Figure 1. Clock routing.
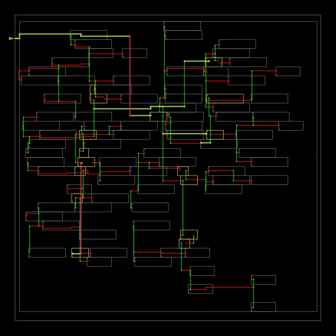
Figure 2. Placement density heat map.
(4 px per micron) 9 x 9 tiles, from black (low) to pale yellow (high), 0 to 100% covered.
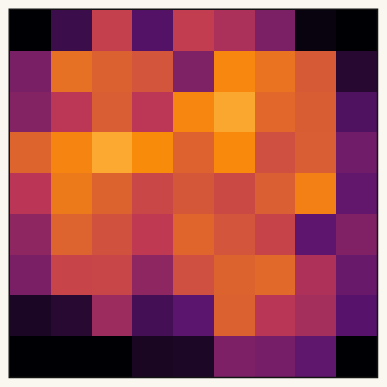
Figure 3. I/O pins on the die edge.
(4 px per micron) Pins as bars across the die edge, other pins in gray.
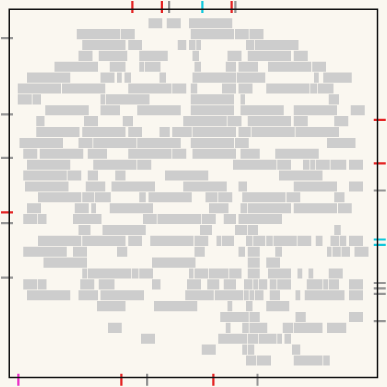
Figure 4. Placed cells, one color a class.
(3 px per micron)
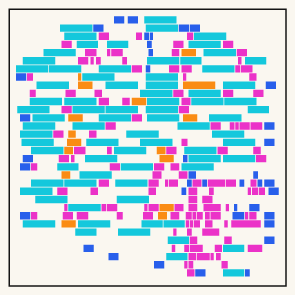
$ cat src/rtl/opram_pkg.sv
// Shared constants for the opram_sp operand RAM: write-mode codes and the
// clear-sequencer state encoding.
package opram_pkg;

  localparam logic [1:0] WM_NORMAL      = 2'd0;
  localparam logic [1:0] WM_WRITE_THRU  = 2'd1;
  localparam logic [1:0] WM_READ_BEFORE = 2'd2;

  typedef enum logic {
    ST_IDLE  = 1'b0,
    ST_CLEAR = 1'b1
  } clr_state_t;

endpackage

$ cat src/rtl/opram_clr_seq.sv
// Clear sequencer for opram_sp: sweeps every address once, writing zero,
// after reset (when CLR_ON_RESET is set) or on a clr request.
module opram_clr_seq
  import opram_pkg::*;
#(
  parameter int AW           = 3,
  parameter int CLR_ON_RESET = 1
) (
  input  logic          clk,
  input  logic          reset,
  input  logic          clr,
  output logic          busy,
  output logic [AW-1:0] clr_ad,
  output logic          clr_we
);

  clr_state_t state;

  always_ff @(posedge clk) begin
    if (reset) begin
      clr_ad <= '0;
      if (CLR_ON_RESET != 0) begin
        state <= ST_CLEAR;
        busy  <= 1'b1;
      end else begin
        state <= ST_IDLE;
        busy  <= 1'b0;
      end
    end else begin
      case (state)
        ST_IDLE: begin
          if (clr) begin
            state  <= ST_CLEAR;
            busy   <= 1'b1;
            clr_ad <= '0;
          end
        end
        ST_CLEAR: begin
          // clr is ignored here: a running sweep never restarts
          clr_ad <= clr_ad + 1'b1;
          if (clr_ad == '1) begin
            state <= ST_IDLE;
            busy  <= 1'b0;
          end
        end
        default: begin
          state <= ST_IDLE;
          busy  <= 1'b0;
        end
      endcase
    end
  end

  // A reset edge abandons the sweep without writing the current word
  assign clr_we = (state == ST_CLEAR) && !reset;

endmodule

$ cat src/rtl/opram_sp.sv
// Parametrised single-port synchronous RAM with write-mode selection and a
// hardware clear sweep. Optional output register: define OPRAM_PIPE_EN.
module opram_sp
  import opram_pkg::*;
#(
  parameter int DW           = 8,
  parameter int AW           = 3,
  parameter int WRITE_MODE   = 0,
  parameter int CLR_ON_RESET = 1
) (
  input  logic          clk,
  input  logic          reset,
  input  logic          ce,
  input  logic          oce,
  input  logic          wre,
  input  logic [AW-1:0] ad,
  input  logic [DW-1:0] din,
  input  logic          clr,
  output logic          busy,
  output logic [DW-1:0] dout
);

  // Out-of-range modes fall back to normal (hold)
  localparam logic [1:0] WM_SEL = (WRITE_MODE == 1) ? WM_WRITE_THRU  :
                                  (WRITE_MODE == 2) ? WM_READ_BEFORE :
                                                      WM_NORMAL;

  logic [DW-1:0] mem [2**AW];
  logic [DW-1:0] stage_p1;
  logic [AW-1:0] clr_ad;
  logic          clr_we;
  logic          user_acc;
  logic          user_wr;

  opram_clr_seq #(
    .AW           (AW),
    .CLR_ON_RESET (CLR_ON_RESET)
  ) u_clr_seq (
    .clk    (clk),
    .reset  (reset),
    .clr    (clr),
    .busy   (busy),
    .clr_ad (clr_ad),
    .clr_we (clr_we)
  );

  assign user_acc = ce && !busy && !reset;
  assign user_wr  = user_acc && wre;

  // Array write port: the sweep owns it whenever it is running
  always_ff @(posedge clk) begin
    if (clr_we) begin
      mem[clr_ad] <= '0;
    end else if (user_wr) begin
      mem[ad] <= din;
    end
  end

  // ---- stage p1: read / write-mode capture ----
  always_ff @(posedge clk) begin
    if (reset) begin
      stage_p1 <= '0;
    end else if (user_acc) begin
      if (!wre || (WM_SEL == WM_READ_BEFORE)) begin
        stage_p1 <= mem[ad];
      end else if (WM_SEL == WM_WRITE_THRU) begin
        stage_p1 <= din;
      end
    end
  end

`ifdef OPRAM_PIPE_EN
  // ---- stage p2: optional output register ----
  logic [DW-1:0] dout_p2;

  always_ff @(posedge clk) begin
    if (reset) begin
      dout_p2 <= '0;
    end else if (oce && !busy) begin
      dout_p2 <= stage_p1;
    end
  end

  assign dout = dout_p2;
`else
  logic unused_oce;
  assign unused_oce = oce;
  assign dout       = stage_p1;
`endif

endmodule

$ cat config.mk
export PLATFORM = sky130hd
export DESIGN_NAME = opram_sp
export DESIGN_NICKNAME = d
export VERILOG_FILES = /design/src/rtl/opram_pkg.sv /design/src/rtl/opram_clr_seq.sv /design/src/rtl/opram_sp.sv
export SDC_FILE = /design/constraint.sdc
export NUM_CORES = 1
export LEC_CHECK = 0
export CORE_UTILIZATION = 40
export CTS_CLUSTER_DIAMETER = 120
export DETAILED_ROUTE_END_ITERATION = 7
export GPL_TIMING_DRIVEN = 0
export MAX_ROUTING_LAYER = met4
export PLACE_DENSITY = 0.57
export SLEW_MARGIN = 20
export SYNTH_ARGS = -nofsm -noshare
export SYNTH_HDL_FRONTEND = slang
export SYNTH_SLANG_ARGS = --single-unit
$ cat constraint.sdc
create_clock -name clk -period 5.55 [get_ports clk]
set_clock_uncertainty 0.15 [all_clocks]
set_input_delay 1.11 -clock clk [delete_from_list [all_inputs] [get_ports clk]]
set_output_delay 1.11 -clock clk [all_outputs]
set_load 0.02 [all_outputs]
==> design notes <==
The design draws 0.00113 W. The global-route total usage across every layer is 0.183, and the switching power is 0.000255 W. The path depth of the worst reg2reg path came out at 4.

At the end of routability-driven placement, the weighted congestion stood at 0.755. The run gives 0 for the total global routing overflow. The register name with the most flops was mem. The tools report the initial antenna violation count as 0.

The routed design shows a via density per instance of 5.24. Across all hold checks on the routed design, the worst slack comes to 0.329 ns. The tools report the sequential element share of the synthesized area as 0.678. The fraction of the cycle the final worst path needs is 0.622. The worst setup path is captured at a flop.

For the final count of negative-setup-slack endpoints, the log shows 0. The tools report the number of cells after detailed placement as 341. In this run the top signal layer used is met4. The number of buffers on the longest clock path is 2. Entering global routing, the biggest net connects 15 pins.

The maximum single-stage delay on the critical path came out at 0.60 ns. The endpoint of the worst hold path is reported as dout[4]$_SDFFE_PP0P_. The met1 demand-to-capacity share in global routing was 0.242; the number of flip-flops in the largest register was 64.

The number of diodes is 0. Proportion of power drawn by combinational gates: 0.062. Most used standard cell by instance count after synthesis: sky130_fd_sc_hd__edfxtp_1. The detailed router finished its first iteration with 99 violations.

Registers take 0.00218 sq mm. Number of warnings issued by yosys: 0. The worst-path cell with the longest stage delay is sky130_fd_sc_hd__o41ai_2. Internal power comes to 0.000870 W.

The run finished with clean final reports. With the number of setup buffers added after CTS at 0, the maximum resistive drop on vdd is 0.000161 V. The run reported a max-capacitance violation count of 0. In this run the number of cells on the critical path is 6. The via count of the first global-routing pass was 1851; the standby leakage power was 1.46 nW.

The logs give 2.10 ns for the post-layout worst setup margin and 5.44 ns for the endpoint required time on the critical path. In this run the critical register-to-register path is launched from u_clr_seq.state$_SDFF_PP1_. The detailed router reports a met2 wire length of 3270 microns. The mean instance size in the synthesized netlist is 15.1 sq um. The tools report the synthesis area per yosys as 0.00322 sq mm. The number of buffers and inverters on the critical path is 4. On the worst setup and hold paths after CTS, the clock-pin slew comes to 0.08 ns. Per the cell usage report, the commonest logic cell in the layout is sky130_fd_sc_hd__edfxtp_1. Per the post-place timing report, worst setup slack is 1.75 ns.

The report puts the hold buffer count at CTS at 0. The clock tree root driver cell is sky130_fd_sc_hd__clkbuf_8. The final wirelength is 6780 microns. The share of post-route cells with drive strength above 1 is 0.184, and the total negative slack for setup checks is 0 ns. The worst setup path category was in2reg. With the transition time at the pin with the least slew margin at 0.980 ns, the average wire per cell in the routed design is 19.0 microns. Per the detailed placement report, the placed cell area equals 0.00362 sq mm. In the log, the iteration count for the first detailed-route pass is 4.

The global-route layer with the greatest usage was met2. Yosys mapped the design onto 31 distinct sky130hd cell types. The worst register-to-register path has a setup slack of 3.19 ns. The capture instance of the worst register-to-register path was mem[6][0]$_DFFE_PP_. Max-slew check failures listed in the final report amount to 0.

TritonCTS built the clock tree. The number of gates resized after CTS was 0. The cell type with the highest occurrence count on the critical path was sky130_fd_sc_hd__buf_2. The final report lists a non-filler cell total of 357. The flow reported a cell area power density of 295 mW/mm^2. For reference, the critical path cell chain is clkdlybuf4s50_1 > clkbuf_1 > buf_2 > o21bai_1 > o41ai_2 > buf_2. The layout has 698 filler cells. The count of non-CTS buffers in the layout was 39; the number of H-tree levels was 3. The worst hold path begins at dout[4]$_SDFFE_PP0P_. Summed over all nets, wire length on met3 after detailed routing comes to 238 microns.

The category of cells accounting for the largest share of critical-path delay was buffers and inverters. Largest fanout on the critical path: 10. Number of stages on the worst hold path: 1. The worst setup path is launched from a primary input. The part of the power in the clock network was 0.375; the tap cell instance count was 102.

The area fraction of clock buffers and clock inverters came out at 0.0524. The post-route standard cell area excluding fillers came out at 0.00382 sq mm. The run gives 0.0307 for the global routing usage on met3. The synth_stat.txt file lists the number of cells as 213. The logic share of the area was 0.257; the remaining antenna violation count after routing was 0. The global routing met2 resource utilization came out at 0.281.

The tools report the start point of the critical path as reset. The final layout report lists a non-clock inverter count of 3. The async set or reset register ratio after synthesis works out to 0. Among all flip-flop cells after synthesis, the most frequent one is sky130_fd_sc_hd__edfxtp_1. In the post-synthesis netlist, the biggest area contributors are sky130_fd_sc_hd__edfxtp_1 (60%), sky130_fd_sc_hd__mux2i_1 (9.9%), sky130_fd_sc_hd__dfxtp_1 (8.1%), sky130_fd_sc_hd__a32o_2 (2.1%), sky130_fd_sc_hd__a22oi_1 (1.9%). At floorplan, the net count of the design was reported as 232. The post-synth count of flops with an enable pin is 64.

By area, the combinational part of the netlist is dominated by multiplexers. With the number of multi-input combinational cells at 120, the port buffer count is 23. The first global-routing pass estimated 10600 microns of wire.

The run gives 0.00777 for the adder and majority gate portion of the synthesized area. The run gives 980 sq um for the total area of multi-input combinational cells. The run gives 0.597 for the area share of the largest cell type after synthesis.

The synthesized instance count is 213. Per report_power, the Sequential row totals 0.000634 W. In this run the worst hold path is classified as reg2reg.

The run gives 0 for the area share of xor/xnor cells in the synthesized design. With the placed wire-length estimate after detailed placement at 4280 microns, the shortest period the worst path allows is 3.45 ns. Post-synthesis cell type with the largest combined area: sky130_fd_sc_hd__edfxtp_1. The die boundary height was 91.7 microns.

Setup repair after global routing left no endpoint under its margin. The largest share of the power goes to sequential cells. The run gives 0.227 for the switching part of the total. The later pin in the worst-skew pair is clocked with a latency of 0.34 ns. The run gives 0.290 GHz for the fmax. The script parses the final routing iteration and logs DRC violations as 0. Relative contribution of sequential cells to total power: 0.563. The mux contribution to synthesized area works out to 0.0995. The routed wirelength on the met1 layer is recorded as 3220 microns. The fraction of the mapped netlist area in compound gates came out at 0.0987. Between the synthesized netlist and the finished layout, the area growth was recorded as 18.6%. The overall die size recorded for this design is 0.00841 sq mm.

Per the cell usage report, the commonest logic cells after layout are sky130_fd_sc_hd__edfxtp_1 (64), sky130_fd_sc_hd__mux2i_1 (32), sky130_fd_sc_hd__clkdlybuf4s50_1 (23), sky130_fd_sc_hd__dfxtp_1 (13), sky130_fd_sc_hd__nand2_1 (10). The final-layout non-clock buffer area share was 0.0829. The biggest slice of the area belongs to registers. The power report lists the combinational group at 0.0000701 W. The area fraction in and, or, nand and nor cells after synthesis came out at 0.0913.

The run gives 269 as the number of nets in the layout. The tightest slew margin relative to the limit was 0.344; the number of top-level pins was 26. The die is 91.7 microns wide.

Warnings raised by the tools during the run amount to 27. Summing every instance area after synthesis gives 0.00322 sq mm. For reference, the critical path is captured by mem[6][0]$_DFFE_PP_. Data arrives at the worst endpoint at 3.34 ns. Counting instances in the post-synthesis netlist gives the leading cell types as sky130_fd_sc_hd__edfxtp_1 (64), sky130_fd_sc_hd__mux2i_1 (32), sky130_fd_sc_hd__dfxtp_1 (13). Row generation in the floorplan step produced 32 rows. Summing over every cut layer, the via total after detailed routing is 1869. With the share of the final layout cell area in sequential cells at 0.572, the register bit count reported by yosys is 77.

The final hold violation count recorded for this run is 0.
## Picture notes: Figure 1
Layout clock buffers: 10
Clock group: 0.000422 W
count of flip-flops and latches: 77
clk sink count: 77
number of buffers created by CTS: 9

## Picture notes: Figure 2
- tiles over 75% full: 2.5%
- nearly empty tiles: 7.4%
- fullest tile: 81%
- mean over tiles: 44%
floorplan core density: 0.414
final core utilization: 0.491
Core Box Area: 0.00777 sq mm

## Picture notes: Figure 3
- dout: red (pins 8; direction output; edge 3 north, 2 south, 2 east, 1 west)
- oce: magenta (pins 1; direction input; edge south)
- ad: cyan (pins 3; direction input; edge 2 east, 1 north)
- all pins by edge: 9 east, 6 north, 6 west, 5 south

## Picture notes: Figure 4
- other buffers and delay cells: blue (cells 39)
- all other logic: magenta (cells 123)
- flops: cyan (cells 77)
- clock drivers and dummy loads: orange (cells 16)

Power and IR drop assume default switching activity.
